Run 1, PDN straps and rails:
Drawn at 2 px/um. Pins as bars on the die edge. Tap cells in grey.
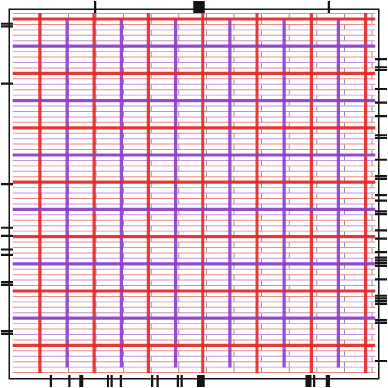
Run 1, placed cells, one colour a class:
Drawn at 2 px/um. Fill, decap, tap and diode cells in grey.
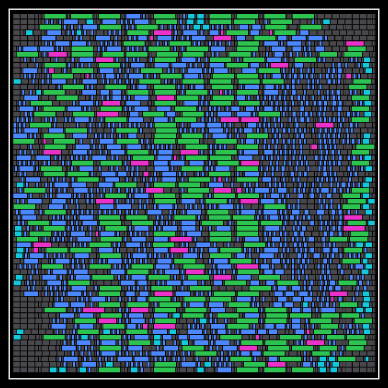
Run 1, clock network drawn from the DEF:
Drawn at 2 px/um.
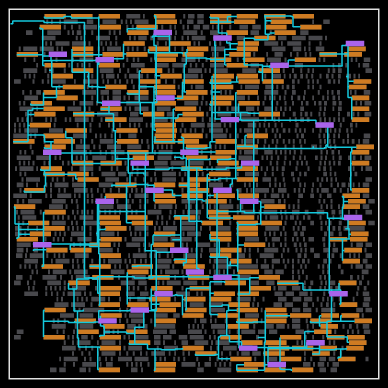
**config.mk**
```make
export PLATFORM = sky130hd
export DESIGN_NAME = wallace_mult_pipe
export DESIGN_NICKNAME = d
export VERILOG_FILES = /design/src/rtl/wallace_pkg.sv /design/src/rtl/wallace_csa_row.sv /design/src/rtl/wallace_mult_pipe.sv
export SDC_FILE = /design/constraint.sdc
export NUM_CORES = 1
export LEC_CHECK = 0
export ABC_AREA = 1
export CAP_MARGIN = 20
export CELL_PAD_IN_SITES_DETAIL_PLACEMENT = 1
export CELL_PAD_IN_SITES_GLOBAL_PLACEMENT = 1
export CORE_UTILIZATION = 53
export CTS_BUF_LIST = sky130_fd_sc_hd__clkbuf_16
export DETAILED_ROUTE_END_ITERATION = 7
export HOLD_SLACK_MARGIN = 0.1
export PLACE_DENSITY_LB_ADDON = 0.15
export SYNTH_ARGS = -nofsm -noshare
export SYNTH_HDL_FRONTEND = slang
export SYNTH_SLANG_ARGS = --single-unit
```
**constraint.sdc**
```tcl
create_clock -name clk -period 12.9 [get_ports clk]
set_clock_uncertainty 0.2 [all_clocks]
set_input_delay 1.935 -clock clk [delete_from_list [all_inputs] [get_ports clk]]
set_output_delay 1.935 -clock clk [all_outputs]
set_load 0.01 [all_outputs]
```
**src/rtl/wallace_pkg.sv**
```systemverilog
// Shared sizing helpers for the pipelined Wallace-tree multiplier: operand/stage
// limits, product width, per-level row counts and stage-split of tree levels.
package wallace_pkg;

  localparam int WIDTH_MIN  = 8;
  localparam int WIDTH_MAX  = 32;
  localparam int STAGES_MIN = 1;
  localparam int STAGES_MAX = 4;

  function automatic int prod_w(input int w);
    return 2 * w;
  endfunction

  // One level of 3:2 compression: every full triple becomes a sum/carry pair.
  function automatic int rows_after(input int n);
    return 2 * (n / 3) + (n % 3);
  endfunction

  function automatic int rows_at(input int n0, input int lvl);
    int n;
    n = n0;
    for (int i = 0; i < lvl; i++) n = rows_after(n);
    return n;
  endfunction

  function automatic int tree_levels(input int n0);
    int n;
    int l;
    n = n0;
    l = 0;
    while (n > 2) begin
      n = rows_after(n);
      l++;
    end
    return l;
  endfunction

  function automatic int stage_start(input int levels, input int stages, input int s);
    return (levels * s) / stages;
  endfunction

  function automatic bit reg_after_level(input int levels, input int stages, input int l);
    for (int s = 1; s < stages; s++)
      if (stage_start(levels, stages, s) == l + 1) return 1'b1;
    return 1'b0;
  endfunction

endpackage

```
**src/rtl/wallace_csa_row.sv**
```systemverilog
// Row of 3:2 compressors: three addends in, sum row and left-shifted carry row out.
module wallace_csa_row #(
  parameter int WIDTH = 32
) (
  input  logic [WIDTH-1:0] a,
  input  logic [WIDTH-1:0] b,
  input  logic [WIDTH-1:0] c,
  output logic [WIDTH-1:0] sum,
  output logic [WIDTH-1:0] carry
);

  assign sum   = a ^ b ^ c;
  assign carry = {(a[WIDTH-2:0] & b[WIDTH-2:0]) | (a[WIDTH-2:0] & c[WIDTH-2:0]) |
                  (b[WIDTH-2:0] & c[WIDTH-2:0]), 1'b0};

endmodule

```
**src/rtl/wallace_mult_pipe.sv**
```systemverilog
// Pipelined Wallace-tree multiplier with a single global stall.
// Optional macro WALLACE_MULT_SIGNED_EN adds in_signed and Baugh-Wooley correction.
module wallace_mult_pipe
  import wallace_pkg::*;
#(
  parameter int WIDTH  = 16,
  parameter int STAGES = 3
) (
  input  logic                   clk,
  input  logic                   rst_n,
  input  logic                   in_valid,
  output logic                   in_ready,
  input  logic [WIDTH-1:0]       in_a,
  input  logic [WIDTH-1:0]       in_b,
`ifdef WALLACE_MULT_SIGNED_EN
  input  logic                   in_signed,
`endif
  output logic                   out_valid,
  input  logic                   out_ready,
  output logic [2*WIDTH-1:0]     out_result,
  output logic                   busy
);

  localparam int PW = prod_w(WIDTH);
`ifdef WALLACE_MULT_SIGNED_EN
  localparam int NPP = WIDTH + 1;
`else
  localparam int NPP = WIDTH;
`endif
  localparam int LEVELS = tree_levels(NPP);

  if (WIDTH < WIDTH_MIN || WIDTH > WIDTH_MAX || (WIDTH % 2) != 0 ||
      STAGES < STAGES_MIN || STAGES > STAGES_MAX) begin : bad_cfg
    $error("wallace_mult_pipe: unsupported WIDTH/STAGES");
  end

  logic                     advance;
  logic [NPP-1:0][PW-1:0]   pp_rows;
  logic [LEVELS-1:0]        cut_vld;

  assign advance  = out_ready | ~out_valid;
  assign in_ready = advance;
  assign busy     = (|cut_vld) | out_valid;

  // Signed pairs invert the cross terms with exactly one operand MSB and add 2^W + 2^(2W-1).
  always_comb begin
    pp_rows = '0;
    for (int i = 0; i < WIDTH; i++)
      for (int j = 0; j < WIDTH; j++)
`ifdef WALLACE_MULT_SIGNED_EN
        pp_rows[i][i+j] = (in_a[j] & in_b[i]) ^
                          (in_signed & ((i == WIDTH-1) != (j == WIDTH-1)));
    pp_rows[WIDTH] = in_signed ? ((PW'(1) << WIDTH) | (PW'(1) << (PW-1))) : '0;
`else
        pp_rows[i][i+j] = in_a[j] & in_b[i];
`endif
  end

  for (genvar l = 0; l < LEVELS; l++) begin : lvl
    localparam int N = rows_at(NPP, l);
    localparam int G = N / 3;
    localparam int M = rows_after(N);

    logic [N-1:0][PW-1:0] src;
    logic                 src_vld;
    logic [M-1:0][PW-1:0] dst;
    logic [M-1:0][PW-1:0] rows_p;
    logic                 vld_p;

    if (l == 0) begin : first
      assign src     = pp_rows;
      assign src_vld = in_valid;
    end else begin : chain
      assign src     = lvl[l-1].rows_p;
      assign src_vld = lvl[l-1].vld_p;
    end

    for (genvar g = 0; g < G; g++) begin : csa
      wallace_csa_row #(.WIDTH(PW)) u_row (
        .a    (src[3*g]),
        .b    (src[3*g+1]),
        .c    (src[3*g+2]),
        .sum  (dst[2*g]),
        .carry(dst[2*g+1])
      );
    end

    for (genvar r = 0; r < N - 3*G; r++) begin : pass
      assign dst[2*G+r] = src[3*G+r];
    end

    // Stage boundary: register the partially reduced rows and their valid bit.
    if (reg_after_level(LEVELS, STAGES, l)) begin : cut
      always_ff @(posedge clk or negedge rst_n) begin
        if (!rst_n)       vld_p <= 1'b0;
        else if (advance) vld_p <= src_vld;
      end

      always_ff @(posedge clk) begin
        if (advance) rows_p <= dst;
      end

      assign cut_vld[l] = vld_p;
    end else begin : thru
      assign rows_p     = dst;
      assign vld_p      = src_vld;
      assign cut_vld[l] = 1'b0;
    end
  end

  // Final stage: carry-propagate add of the last two rows into the output register.
  always_ff @(posedge clk or negedge rst_n) begin
    if (!rst_n) begin
      out_valid  <= 1'b0;
      out_result <= '0;
    end else if (advance) begin
      out_valid  <= lvl[LEVELS-1].vld_p;
      out_result <= lvl[LEVELS-1].rows_p[0] + lvl[LEVELS-1].rows_p[1];
    end
  end

endmodule

```
==> metrics.cfg, run 1 <==
[status]
status = finished clean

[grt]
busiest_layer = met2
grt_max_degree = 78
antenna_found_initial = 0
grt_overflow = 0

[yosys]
synthSimpleGateAreaFrac_pct = 13.1
ff_type = edfxtp_1
top_cell = inv_1
yosysWarnings = 0
ys_chip_area_um2 = 17600

[cts]
cts_buffers = 30
clockRootBuffer = clkbuf_16
path_clk_slew_ns = 0.06

[floorplanning]
ios = 71
core_util_floorplan_pct = 54.0

[cells_and_area]
antenna_cells = 0
n_all_inverters = 537
regMostFlops = lvl.rows_p
clock_buffers = 31
comb_share_pct = 38.2
logic_gate_count = 893
largest_register_ffs = 230
layout-drive-gt1-share_pct = 3.84
flops = 265

[sta]
tns_ns = 0
slew_headroom_pct = 26.7
drv_slew = 0
tightest_slew_ns = 1.10
setup_viol = 0

[worst_setup_path]
worstPathCellList = clkdlybuf4s50_1 > nor2_4 > buf_4 > inv_8 > clkdlybuf4s50_1
crit_end = in_ready
cp-start-kind = primary input
slowest_stage = clkdlybuf4s50_1
r2r_cells = 14
slowest_delay_ns = 0.65

[detailed_routing]
ant_nets = 0
drt_first_pass_iters = 5

[placed_design]
pre_cts_slack_ns = 6.84
dpl_cell_area_um2 = 18600

Notes on 'PDN straps and rails' above:
| colour | net |
|---|---|
| red | VSS |
| purple | VDD |
rows: 66
met1 rails: 67
tap cells: 442
met5 straps: 13
die height: 184 um

Notes on 'placed cells, one colour a class' above:
| colour | class | cells |
|---|---|---|
| green | flip-flops | 265 |
| blue | all other logic | 1,430 |
| magenta | clock drivers and dummy loads | 56 |
| cyan | other buffers and delay cells | 74 |

Notes on 'clock network drawn from the DEF' above:
[orange] flip-flops | count: 265
[cyan] clock wires | length: 3,950 um
[purple] cells driving clock nets | count: 30
routed clock nets: 31
flops lie: spread over the die
clk latency late pin: 0.58 ns

-- run 1: kinds of logic after synthesis --
| group | Yosys count |
|---|---|
| buffers and inverters | 608 |
| AOI/OAI and AO/OA | 30 |
| xor gates and xnor gates | 5 |
| and+or+nand+nor | 580 |
| adders and majority gates | 278 |
| DFF | 265 |
-- run 1: cells in the final DEF, fill, tap and decap left out, types with 6 or more instances in the layout --
master,netlist,final
a21oi_1,15,15
inv_1,536,538
fa_1,201,201
nand2_2,8,8
dfrtp_1,35,35
bufinv_16,0,6
nand2_1,488,488
clkdlybuf4s50_1,0,69
clkbuf_16,0,31
o21ai_0,10,10
nand4_1,6,6
nor2_1,33,32
edfxtp_1,230,230
clkinv_1,1,6
ha_1,77,77
clkinvlp_4,0,6
nand3_1,31,31
Run 1, routing congestion map:
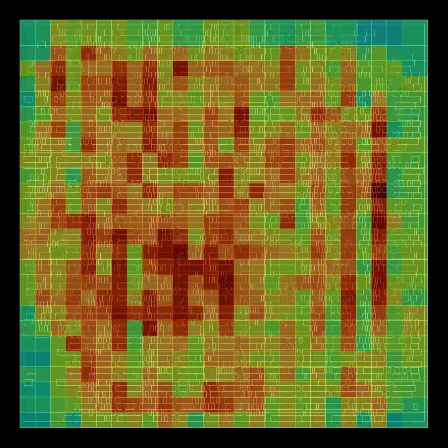

==> inputs of run 2 (changes only) <==
--- a/config.mk
+++ b/config.mk
@@ -9,7 +9,7 @@
 export CAP_MARGIN = 20
 export CELL_PAD_IN_SITES_DETAIL_PLACEMENT = 1
 export CELL_PAD_IN_SITES_GLOBAL_PLACEMENT = 1
-export CORE_UTILIZATION = 53
+export CORE_UTILIZATION = 49
 export CTS_BUF_LIST = sky130_fd_sc_hd__clkbuf_16
 export DETAILED_ROUTE_END_ITERATION = 7
 export HOLD_SLACK_MARGIN = 0.1
==> constraint.sdc (replaced) <==
create_clock -name clk -period 6.17 [get_ports clk]
set_clock_uncertainty 0.2 [all_clocks]
set_input_delay 0.9255 -clock clk [delete_from_list [all_inputs] [get_ports clk]]
set_output_delay 0.9255 -clock clk [all_outputs]
set_load 0.01 [all_outputs]
Run 2, routing congestion map:
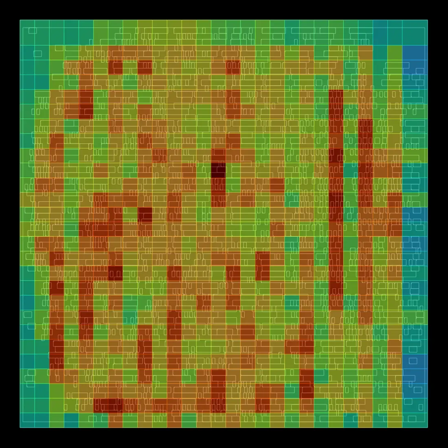
global-route track usage on met3: 3.29%
met1 Use GR: 31.7%
GR peak layer: met2
Global Route met2 Usage: 44.0%
Util after Layout: 56.4%

==> metrics.cfg, run 2 <==
[cts]
clockRootBuffer = clkbuf_16
cts_buffers = 30  ; unchanged
path_clk_slew_ns = 0.06  ; about the same
clk_latency_ns = 0.57  ; about the same
ctsHoldBuffers = 0

[sta]
setup_viol = 0  ; unchanged
slew_headroom_pct = 33.8  ; +7.1 points
tightest_slew_ns = 0.990  ; -0.106 ns

[floorplanning]
core_util_floorplan_pct = 50.3  ; -3.6 points
dieHeight_um = 191  ; +4.0%
ios = 71  ; unchanged

[yosys]
ys_chip_area_um2 = 17600  ; unchanged
top_cell = inv_1
synth_nets = 2080
ff_type = edfxtp_1
top_area_cell = edfxtp_1
yosysWarnings = 0  ; unchanged

[cells_and_area]
n_all_inverters = 537  ; unchanged
layout_top_cells = inv_1 (538), nand2_1 (488), edfxtp_1 (230), fa_1 (201), ha_1 (77)
layout-drive-gt1-share_pct = 3.73  ; -0.11 points
nets = 2114
logic_area_um2 = 7490
comb_share_pct = 38.1  ; -0.070 points
antenna_cells = 1  ; +1
flops = 265  ; unchanged
regMostFlops = lvl.rows_p
largest_register_ffs = 230  ; unchanged
final-nonclk-buf-share_pct = 3.71
final_common_cell = inv_1

[worst_setup_path]
cp-start-kind = primary input
r2r_cells = 14  ; unchanged
startpoint = out_ready
crit_end = in_ready

[grt]
grt_overflow = 0  ; unchanged
antenna_found_initial = 1  ; +1
grt_max_degree = 147  ; +88%

[status]
status = finished clean

[placed_design]
dpl_cell_area_um2 = 18600  ; +0.11%
pre_cts_slack_ns = 2.20  ; -4.64 ns

[detailed_routing]
drt_first_pass_iters = 5  ; unchanged

## run 2: cell counts after synthesis
No cell type changed its count.
## run 2: per-layer routing
metal,share of wire (%),global-route usage (%),vias to the layer above
met1,43,31.7,5746
met5,0,0,-
met4,2.6,6.68,0
met3,4.3,3.29,75
li1,-,-,5192
met2,50,44.0,244
## run 2: cell families after synthesis
kind of cell / Yosys count / share of synthesized area [%]
flip-flops: 265 / 44.3
AND/OR/NAND/NOR: 580 / 13.1
buffers and inverters: 608 / 13.0
adder cells (fa/ha/maj): 278 / 28.4
AND-OR/OR-AND: 30 / 0.862
XOR/XNOR: 5 / 0.249
## run 2: worst max-delay path, cell delays in order
cell and delay [ns]:
clkdlybuf4s50_1 0.50, nor2_4 0.05, buf_4 0.26, inv_8 0.40
clkdlybuf4s50_1 0.64
